$ cat src/rtl/time_alarm_setter.sv
// Push-button front end for the 12-hour alarm clock: edits time/alarm values and
// drives the LoadTime/LoadAlm strobes, holding each long enough for the 1 s clock.
module time_alarm_setter #(
  parameter int unsigned LOAD_HOLD = 1100,
  parameter int unsigned TIMEOUT   = 10000
) (
  input  logic       Clock,
  input  logic       Reset,
  input  logic       ModeBtn,
  input  logic       NextBtn,
  input  logic       IncBtn,
  input  logic [5:0] Cur_Secs,
  input  logic [5:0] Cur_Mins,
  input  logic [3:0] Cur_Hours,
  input  logic       Cur_AM_PM,
  output logic       LoadTime,
  output logic [5:0] SetSecs,
  output logic [5:0] SetMins,
  output logic [3:0] SetHours,
  output logic       Set_AM_PM,
  output logic       LoadAlm,
  output logic [5:0] AlarmMinsIn,
  output logic [3:0] AlarmHoursIn,
  output logic       Alarm_AM_PM_In,
  output logic       AlarmEnable,
  output logic [1:0] EditMode,
  output logic [2:0] EditField
);

  localparam logic [15:0] HoldLast    = 16'(LOAD_HOLD);
  localparam logic [15:0] TimeoutLast = 16'(TIMEOUT - 1);

  typedef enum logic [3:0] {
    StIdle,
    StTHour,
    StTMin,
    StTSec,
    StTAmpm,
    StAHour,
    StAMin,
    StAAmpm,
    StTCommit,
    StACommit
  } state_e;

  state_e      state_q, state_d;
  logic [2:0]  btn_prev_q;
  logic [3:0]  t_hours_q, t_hours_d;
  logic [5:0]  t_mins_q, t_mins_d;
  logic [5:0]  t_secs_q, t_secs_d;
  logic        t_ampm_q, t_ampm_d;
  logic [3:0]  a_hours_q, a_hours_d;
  logic [5:0]  a_mins_q, a_mins_d;
  logic        a_ampm_q, a_ampm_d;
  logic [3:0]  sh_hours_q, sh_hours_d;
  logic [5:0]  sh_mins_q, sh_mins_d;
  logic        sh_ampm_q, sh_ampm_d;
  logic        alarm_en_q, alarm_en_d;
  logic [15:0] hold_cnt_q, hold_cnt_d;
  logic [15:0] to_cnt_q, to_cnt_d;
  logic        load_time_q, load_time_d;
  logic        load_alm_q, load_alm_d;

  logic [2:0] btn_now;
  logic [2:0] rise;
  logic       mode_p, next_p, inc_p, any_press;
  logic       in_edit;

  function automatic logic [3:0] inc_hour(input logic [3:0] h);
    return (h >= 4'd12 || h == 4'd0) ? 4'd1 : h + 4'd1;
  endfunction

  function automatic logic [5:0] inc_sixty(input logic [5:0] v);
    return (v >= 6'd59) ? 6'd0 : v + 6'd1;
  endfunction

  // Bit order {Mode, Next, Inc}; one press acts per cycle, Mode highest.
  assign btn_now   = {ModeBtn, NextBtn, IncBtn};
  assign rise      = btn_now & ~btn_prev_q;
  assign mode_p    = rise[2];
  assign next_p    = rise[1] & ~rise[2];
  assign inc_p     = rise[0] & ~rise[1] & ~rise[2];
  assign any_press = |rise;

  assign in_edit = (state_q == StTHour) || (state_q == StTMin) || (state_q == StTSec) ||
                   (state_q == StTAmpm) || (state_q == StAHour) || (state_q == StAMin) ||
                   (state_q == StAAmpm);

  always_comb begin
    state_d     = state_q;
    t_hours_d   = t_hours_q;
    t_mins_d    = t_mins_q;
    t_secs_d    = t_secs_q;
    t_ampm_d    = t_ampm_q;
    a_hours_d   = a_hours_q;
    a_mins_d    = a_mins_q;
    a_ampm_d    = a_ampm_q;
    sh_hours_d  = sh_hours_q;
    sh_mins_d   = sh_mins_q;
    sh_ampm_d   = sh_ampm_q;
    alarm_en_d  = alarm_en_q;
    hold_cnt_d  = 16'd0;
    to_cnt_d    = 16'd0;
    load_time_d = 1'b0;
    load_alm_d  = 1'b0;

    unique case (state_q)
      StIdle: begin
        if (mode_p) begin
          state_d   = StTHour;
          t_hours_d = (Cur_Hours == 4'd0 || Cur_Hours > 4'd12) ? 4'd12 : Cur_Hours;
          t_mins_d  = (Cur_Mins > 6'd59) ? 6'd0 : Cur_Mins;
          t_secs_d  = (Cur_Secs > 6'd59) ? 6'd0 : Cur_Secs;
          t_ampm_d  = Cur_AM_PM;
        end else if (inc_p) begin
          alarm_en_d = ~alarm_en_q;
        end
      end
      StTHour, StTMin, StTSec, StTAmpm: begin
        if (mode_p) begin
          state_d   = StAHour;
          a_hours_d = sh_hours_q;
          a_mins_d  = sh_mins_q;
          a_ampm_d  = sh_ampm_q;
        end else if (next_p) begin
          unique case (state_q)
            StTHour: state_d = StTMin;
            StTMin:  state_d = StTSec;
            StTSec:  state_d = StTAmpm;
            default: state_d = StTCommit;
          endcase
        end else if (inc_p) begin
          unique case (state_q)
            StTHour: t_hours_d = inc_hour(t_hours_q);
            StTMin:  t_mins_d  = inc_sixty(t_mins_q);
            StTSec:  t_secs_d  = inc_sixty(t_secs_q);
            default: t_ampm_d  = ~t_ampm_q;
          endcase
        end
      end
      StAHour, StAMin, StAAmpm: begin
        if (mode_p) begin
          state_d   = StIdle;
          a_hours_d = sh_hours_q;
          a_mins_d  = sh_mins_q;
          a_ampm_d  = sh_ampm_q;
        end else if (next_p) begin
          unique case (state_q)
            StAHour: state_d = StAMin;
            StAMin:  state_d = StAAmpm;
            default: begin
              state_d    = StACommit;
              sh_hours_d = a_hours_q;
              sh_mins_d  = a_mins_q;
              sh_ampm_d  = a_ampm_q;
            end
          endcase
        end else if (inc_p) begin
          unique case (state_q)
            StAHour: a_hours_d = inc_hour(a_hours_q);
            StAMin:  a_mins_d  = inc_sixty(a_mins_q);
            default: a_ampm_d  = ~a_ampm_q;
          endcase
        end
      end
      // Strobe rises the cycle after entry and stays up for LOAD_HOLD cycles.
      StTCommit: begin
        if (hold_cnt_q == HoldLast) begin
          state_d = StIdle;
        end else begin
          hold_cnt_d  = hold_cnt_q + 16'd1;
          load_time_d = 1'b1;
        end
      end
      StACommit: begin
        if (hold_cnt_q == HoldLast) begin
          state_d = StIdle;
        end else begin
          hold_cnt_d = hold_cnt_q + 16'd1;
          load_alm_d = 1'b1;
        end
      end
      default: state_d = StIdle;
    endcase

    // Inactivity abort; any press (acted on or not) restarts the count.
    if (in_edit && !any_press) begin
      if (to_cnt_q == TimeoutLast) begin
        state_d   = StIdle;
        a_hours_d = sh_hours_q;
        a_mins_d  = sh_mins_q;
        a_ampm_d  = sh_ampm_q;
      end else begin
        to_cnt_d = to_cnt_q + 16'd1;
      end
    end
  end

  always_ff @(posedge Clock) begin
    if (Reset) begin
      state_q     <= StIdle;
      btn_prev_q  <= 3'b111;
      t_hours_q   <= 4'd12;
      t_mins_q    <= 6'd0;
      t_secs_q    <= 6'd0;
      t_ampm_q    <= 1'b0;
      a_hours_q   <= 4'd12;
      a_mins_q    <= 6'd0;
      a_ampm_q    <= 1'b0;
      sh_hours_q  <= 4'd12;
      sh_mins_q   <= 6'd0;
      sh_ampm_q   <= 1'b0;
      alarm_en_q  <= 1'b0;
      hold_cnt_q  <= 16'd0;
      to_cnt_q    <= 16'd0;
      load_time_q <= 1'b0;
      load_alm_q  <= 1'b0;
    end else begin
      state_q     <= state_d;
      btn_prev_q  <= btn_now;
      t_hours_q   <= t_hours_d;
      t_mins_q    <= t_mins_d;
      t_secs_q    <= t_secs_d;
      t_ampm_q    <= t_ampm_d;
      a_hours_q   <= a_hours_d;
      a_mins_q    <= a_mins_d;
      a_ampm_q    <= a_ampm_d;
      sh_hours_q  <= sh_hours_d;
      sh_mins_q   <= sh_mins_d;
      sh_ampm_q   <= sh_ampm_d;
      alarm_en_q  <= alarm_en_d;
      hold_cnt_q  <= hold_cnt_d;
      to_cnt_q    <= to_cnt_d;
      load_time_q <= load_time_d;
      load_alm_q  <= load_alm_d;
    end
  end

  always_comb begin
    EditMode  = 2'd0;
    EditField = 3'd0;
    unique case (state_q)
      StIdle:    begin EditMode = 2'd0; EditField = 3'd0; end
      StTHour:   begin EditMode = 2'd1; EditField = 3'd1; end
      StTMin:    begin EditMode = 2'd1; EditField = 3'd2; end
      StTSec:    begin EditMode = 2'd1; EditField = 3'd3; end
      StTAmpm:   begin EditMode = 2'd1; EditField = 3'd4; end
      StAHour:   begin EditMode = 2'd2; EditField = 3'd1; end
      StAMin:    begin EditMode = 2'd2; EditField = 3'd2; end
      StAAmpm:   begin EditMode = 2'd2; EditField = 3'd4; end
      StTCommit: begin EditMode = 2'd3; EditField = 3'd0; end
      StACommit: begin EditMode = 2'd3; EditField = 3'd0; end
      default:   begin EditMode = 2'd0; EditField = 3'd0; end
    endcase
  end

  assign LoadTime       = load_time_q;
  assign LoadAlm        = load_alm_q;
  assign SetHours       = t_hours_q;
  assign SetMins        = t_mins_q;
  assign SetSecs        = t_secs_q;
  assign Set_AM_PM      = t_ampm_q;
  assign AlarmHoursIn   = a_hours_q;
  assign AlarmMinsIn    = a_mins_q;
  assign Alarm_AM_PM_In = a_ampm_q;
  assign AlarmEnable    = alarm_en_q;

endmodule

$ cat config.mk
export PLATFORM = sky130hd
export DESIGN_NAME = time_alarm_setter
export DESIGN_NICKNAME = d
export VERILOG_FILES = /design/src/rtl/time_alarm_setter.sv
export SDC_FILE = /design/constraint.sdc
export NUM_CORES = 1
export LEC_CHECK = 0
export ABC_AREA = 1
export CORE_UTILIZATION = 25
export DETAILED_ROUTE_END_ITERATION = 10
export GPL_TIMING_DRIVEN = 0
export SYNTH_ARGS = -nofsm -noshare
export SYNTH_HDL_FRONTEND = slang
export SYNTH_SLANG_ARGS = --single-unit
$ cat constraint.sdc
create_clock -name Clock -period 5.23 [get_ports Clock]
set_input_delay 1.569 -clock Clock [delete_from_list [all_inputs] [get_ports Clock]]
set_output_delay 1.569 -clock Clock [all_outputs]
set_load 0.03 [all_outputs]
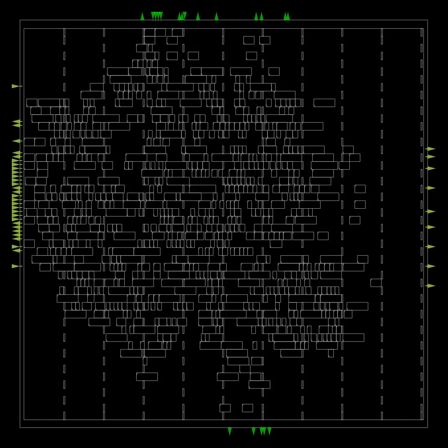
**Above:** run 1 (cell placement).
Layout fillers: 2,085
flop share of the area: 0.284
Seq cells: 86
Tapcells: 260
Core Region: 18,900 um^2

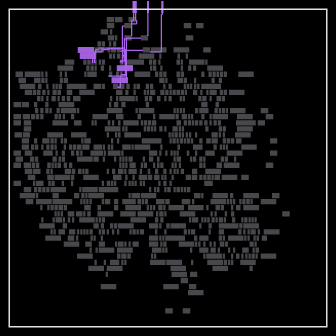
**Above:** run 1 (port wiring).
legend:
  `SetHours`:
    color: purple
    direction: output
    edge: top
    end_cells: 4
    wire: 193 um
IO Port Bufs: 57
Ports: 58

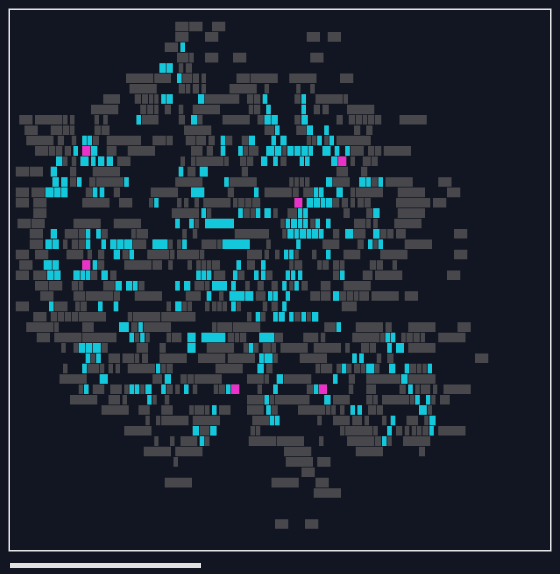
**Above:** run 1 (logic cells by family).
The bar under the picture is 50 um long.
legend:
  nand cells:
    color: cyan
    cells: 237
    most_used: nand2_1
  and/or cells:
    color: magenta
    cells: 6
    most_used: or2_2
Layout Cells excl Fill: 1,040
most frequent logic cell in the layout: nand2_1
Comb/total area: 0.446

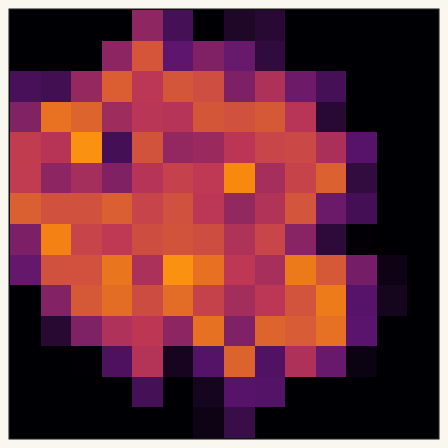
**Above:** run 1 (cell density map).
The die is cut into 14 by 14 equal tiles; black is low, pale yellow is high, 0 to 100% covered.
mean over tiles: 28%
tiles over 75% full: 1.0%
emptiest ninth of the die: upper right
nearly empty tiles: 34%
fullest tile: 76%
Final Core Density: 0.321
FP Util: 0.258

run 1: layout by cell type, fill, tap and decap left out, types with 2 or more instances in the layout:
| cell type | synthesis | routed |
|---|---|---|
| xor2_1 | 9 | 9 |
| inv_2 | 4 | 4 |
| nand3_1 | 69 | 69 |
| o21ai_1 | 5 | 5 |
| o21ai_2 | 3 | 3 |
| nor2_2 | 6 | 6 |
| inv_6 | 0 | 2 |
| clkinv_1 | 2 | 2 |
| a21oi_2 | 3 | 3 |
| ha_1 | 14 | 14 |
| o21ai_4 | 2 | 2 |
| or2_2 | 6 | 6 |
| nand2_1 | 142 | 142 |
| nand2_2 | 3 | 3 |
| xnor2_1 | 3 | 3 |
| o211ai_1 | 9 | 9 |
| o22ai_1 | 2 | 2 |
| nand2_4 | 4 | 4 |
| buf_4 | 2 | 2 |
| clkinvlp_4 | 0 | 4 |
| clkbuf_16 | 0 | 9 |
| clkdlybuf4s50_1 | 0 | 57 |
| nor3_1 | 13 | 13 |
| nand4_1 | 14 | 14 |
| buf_2 | 4 | 4 |
| a21oi_1 | 53 | 53 |
| dfxtp_1 | 86 | 86 |
| nor3b_1 | 4 | 4 |
| o31ai_1 | 2 | 2 |
| clkbuf_1 | 6 | 6 |
| o21ai_0 | 50 | 50 |
| inv_1 | 92 | 92 |
| nor2_4 | 5 | 5 |
| nor2_1 | 69 | 69 |
run 1: per-layer routing:
metal,track usage,part of all wire,up-vias
met5,0,0,-
met4,0.0340,0.0087,0
met3,0.0351,0.056,12
met2,0.212,0.43,116
met1,0.185,0.51,2143
li1,-,-,2470
run 1: registers in the layout, indices dropped and copies added (netlist names):
register	count
EditField	3
to_cnt_q	16
SetHours	4
Alarm_AM_PM_In	1
sh_mins_q	6
sh_hours_q	4
AlarmEnable	1
SetMins	6
LoadTime	1
hold_cnt_q	16
LoadAlm	1
SetSecs	6
AlarmMinsIn	6
AlarmHoursIn	4
EditMode	2
state_q	4
Set_AM_PM	1
sh_ampm_q	1
btn_prev_q	3
run 1: cells by family (layout without fill, tap and decap cells):
family / count (synthesis) / after routing / share of synthesized area
adder cells (fa/ha/maj): 14 / 14 / 0.0359
XOR/XNOR: 12 / 12 / 0.0215
AND/OR/NAND/NOR: 342 / 342 / 0.332
AND-OR/OR-AND: 138 / 138 / 0.163
multiplexers: 1 / 1 / 0.00205
buffers and inverters: 114 / 187 / 0.0934
flip-flops: 86 / 86 / 0.353
run 1: final timing paths:
path | to | slack (ns) | from
max reg2reg | EditField[0] | 2.91 | to_cnt_q[0]
min | to_cnt_q[0] | 0.45 | to_cnt_q[0]
max | LoadAlm | 1.75 | Reset
min reg2reg | to_cnt_q[0] | 0.45 | to_cnt_q[0]
run 1: layout make-up:
type | instances | area share
multi-input cells | 507 | 0.446
flip-flops and latches | 86 | 0.284
repair buffers | 57 | 0.0942
inverters | 100 | 0.0626
well taps | 260 | 0.0537
clock buffers | 9 | 0.0372
plain buffers | 14 | 0.0126
clock inverters | 7 | 0.00930
run 1: power by group:
part	leakage (nW)	total, mW	internal (mW)	switching (mW)
combinational	1.59	0.167	0.0653	0.101
sequential	0.696	0.683	0.668	0.0147
clock	0.125	0.618	0.326	0.292
==> Changelog: implementation, run 1 <==
## Flow update

* Hold depth at 1
* Register area at 1720 um^2
* Vias in the first global route at 4,448
* LEAKAGE at 2.41 nW
* Synth-to-Final Area Change at 24.1%
* Vias at 4,741
* Die X at 142 um
* Fin crit share at 0.666
* Initial DRC count at approximately 320
* Post-Syn Area at between 4000 and 5000 um^2
* Initial antenna violation count at 0
* Std-Cell Rows at 50
* Power Dens Cells at 242 nW/um^2
* Worst path most repeated cell: clkbuf_1
* Count leader, synth: nand2_1
* Status: finished clean
* CTS resizes at 0
* Cell type with the largest total area: dfxtp_1
* CTS Sinks at 86
* Share of cells above drive strength 1 at 0.0859
* Main synth FF type: dfxtp_1
* Synthesized netlist cell count at just over 700
* Max-capacitance violation count at 0
* Yosys cell types at 51
* Peak VDD IR at 0.141 mV
* Root buf cell: clkbuf_16
* Fin. max-slew vios at 0
* Req. time, crit path at 5.50 ns
* Worst slew pin tran at 0.674 ns
* Critical path startpoint category: input port
* Final min period at 3.48 ns
* Sum of negative setup slack at 0 ns
* Non-Filler Cell Area, Final at 6060 um^2
* H-tree depth at 3
* Chip area at 20,100 um^2
* First-pass detailed-route iteration total at 5
* Num CTS Buffers at 9
* CP arrival at between 3 and 4 ns
* Final hold vios at 0
* Synth warnings at 0
* DR DRC count at 0
--- run 2 (diff from run 1) ---
==> constraint.sdc (replaced) <==
create_clock -name Clock -period 3.35 [get_ports Clock]
set_input_delay 1.005 -clock Clock [delete_from_list [all_inputs] [get_ports Clock]]
set_output_delay 1.005 -clock Clock [all_outputs]
set_load 0.03 [all_outputs]
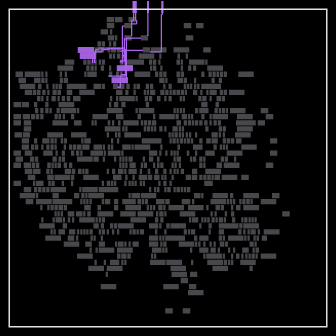
**Above:** run 2 (port wiring).
legend:
  `SetHours`:
    color: purple
    direction: output
    edge: top
    end_cells: 4
    wire: 193 um

==> Changelog: implementation, run 2 <==
## Flow update

* Status: finished clean (unchanged)
* Final min period at 2.92 ns
* Max Used Layer: met4 (unchanged)
* Fin crit share at 0.871
* Final hold vios at 0 (unchanged)
* Most frequent logic cell in the layout: nand2_1 (unchanged)
* Synth-to-Final Area Change at 24.1% (unchanged)
* CTS Sinks at 86 (unchanged)
* Main synth FF type: dfxtp_1 (unchanged)
* First-pass detailed-route iteration total at 5 (unchanged)
* Root buf cell: clkbuf_16 (unchanged)
* DR DRC count at 0 (unchanged)
* Routed met2 length at 5580 um (unchanged)
* Synthesized netlist cell count at 707 (unchanged)
* Count leader, synth: nand2_1 (unchanged)
* Critical path startpoint category: input port (unchanged)
* Req. time, crit path at 3.62 ns (was 5.50 ns)
* Met3 WL at 721 um (unchanged)
* Met1 WL at 6570 um (unchanged)
* CTS resizes at 0 (unchanged)
* Fin. max-slew vios at 0 (unchanged)
* Synth warnings at 0 (unchanged)
* Layout fillers at 2,085 (unchanged)
* Max-capacitance violation count at 0 (unchanged)
* Std-Cell Rows at 50 (unchanged)
* Peak VDD IR at 0.220 mV (was 0.141 mV)
* CP arrival at 3.19 ns (was 3.75 ns)
* Initial antenna violation count at 0 (unchanged)
* Largest regs: hold_cnt_q x16, to_cnt_q x16 (unchanged)
* Core Region at 18,900 um^2 (unchanged)
* Sum of negative setup slack at 0 ns (unchanged)
* FP Util at 0.258 (unchanged)
* Ports at 58 (unchanged)
* Worst slew pin tran at 0.674 ns (unchanged)
[run 2: final timing paths]
check | start | to | slack, ns | cells past startpoint
setup / recovery | Reset | LoadAlm | 0.43 | 6
hold / removal | to_cnt_q[0] | to_cnt_q[0] | 0.45 | 1
setup reg to reg | to_cnt_q[0] | EditField[0] | 1.03 | 12
hold reg to reg | to_cnt_q[0] | to_cnt_q[0] | 0.45 | 1
[run 2: cells by family (layout without fill, tap and decap cells)]
group	count (synthesis)	after routing	share of synthesized area
and+or+nand+nor	342	342	0.332
buffers and inverters	114	187	0.0934
xor gates and xnor gates	12	12	0.0215
AOI/OAI and AO/OA	138	138	0.163
DFF	86	86	0.353
muxes	1	1	0.00205
adders and majority gates	14	14	0.0359
[run 2: worst max-delay path, cell delays in order]
cell             delay (ns)
clkdlybuf4s50_1        0.45
inv_1                  0.15
clkbuf_1               0.54
nand3_1                0.46
clkbuf_1               0.35
nor2_1                 0.23
[run 2: routing by layer]
layer	GRT usage	vias up
li1	-	2470
met1	0.185	2143
met2	0.212	116
met3	0.0351	12
met4	0.0340	0
met5	0	-
[run 2: final cells by class]
| cell class | instances | area (um^2) | area share |
|---|---|---|---|
| Multi-Input combinational cell | 507 | 2700 | 0.446 |
| Sequential cell | 86 | 1720 | 0.284 |
| Timing Repair Buffer | 57 | 571 | 0.0942 |
| Inverter | 100 | 379 | 0.0626 |
| Tap cell | 260 | 325 | 0.0537 |
| Clock buffer | 9 | 225 | 0.0372 |
| Buffer | 14 | 76.3 | 0.0126 |
| Clock inverter | 7 | 56.3 | 0.00930 |
[run 2: per-stage QoR]
step | utilization | instance area [um^2] | hold slack, ns | setup slack (ns)
after floorplan | - | 4880 | 0.418 | 1.02
after global placement | 0.306 | 5770 | 0.431 | 0.0819
after detailed placement | 0.306 | 5770 | 0.443 | 0.0978
after CTS | 0.321 | 6060 | 0.455 | 0.437
after global routing | 0.321 | 6060 | 0.489 | 0.210
final | 0.321 | 6060 | 0.454 | 0.432
[run 2: where the power goes]
group / internal, mW / switching [mW] / total (mW)
Sequential: 1.04 / 0.0230 / 1.07
Combinational: 0.102 / 0.158 / 0.260
Clock: 0.509 / 0.456 / 0.965
Power and IR drop assume default switching activity.
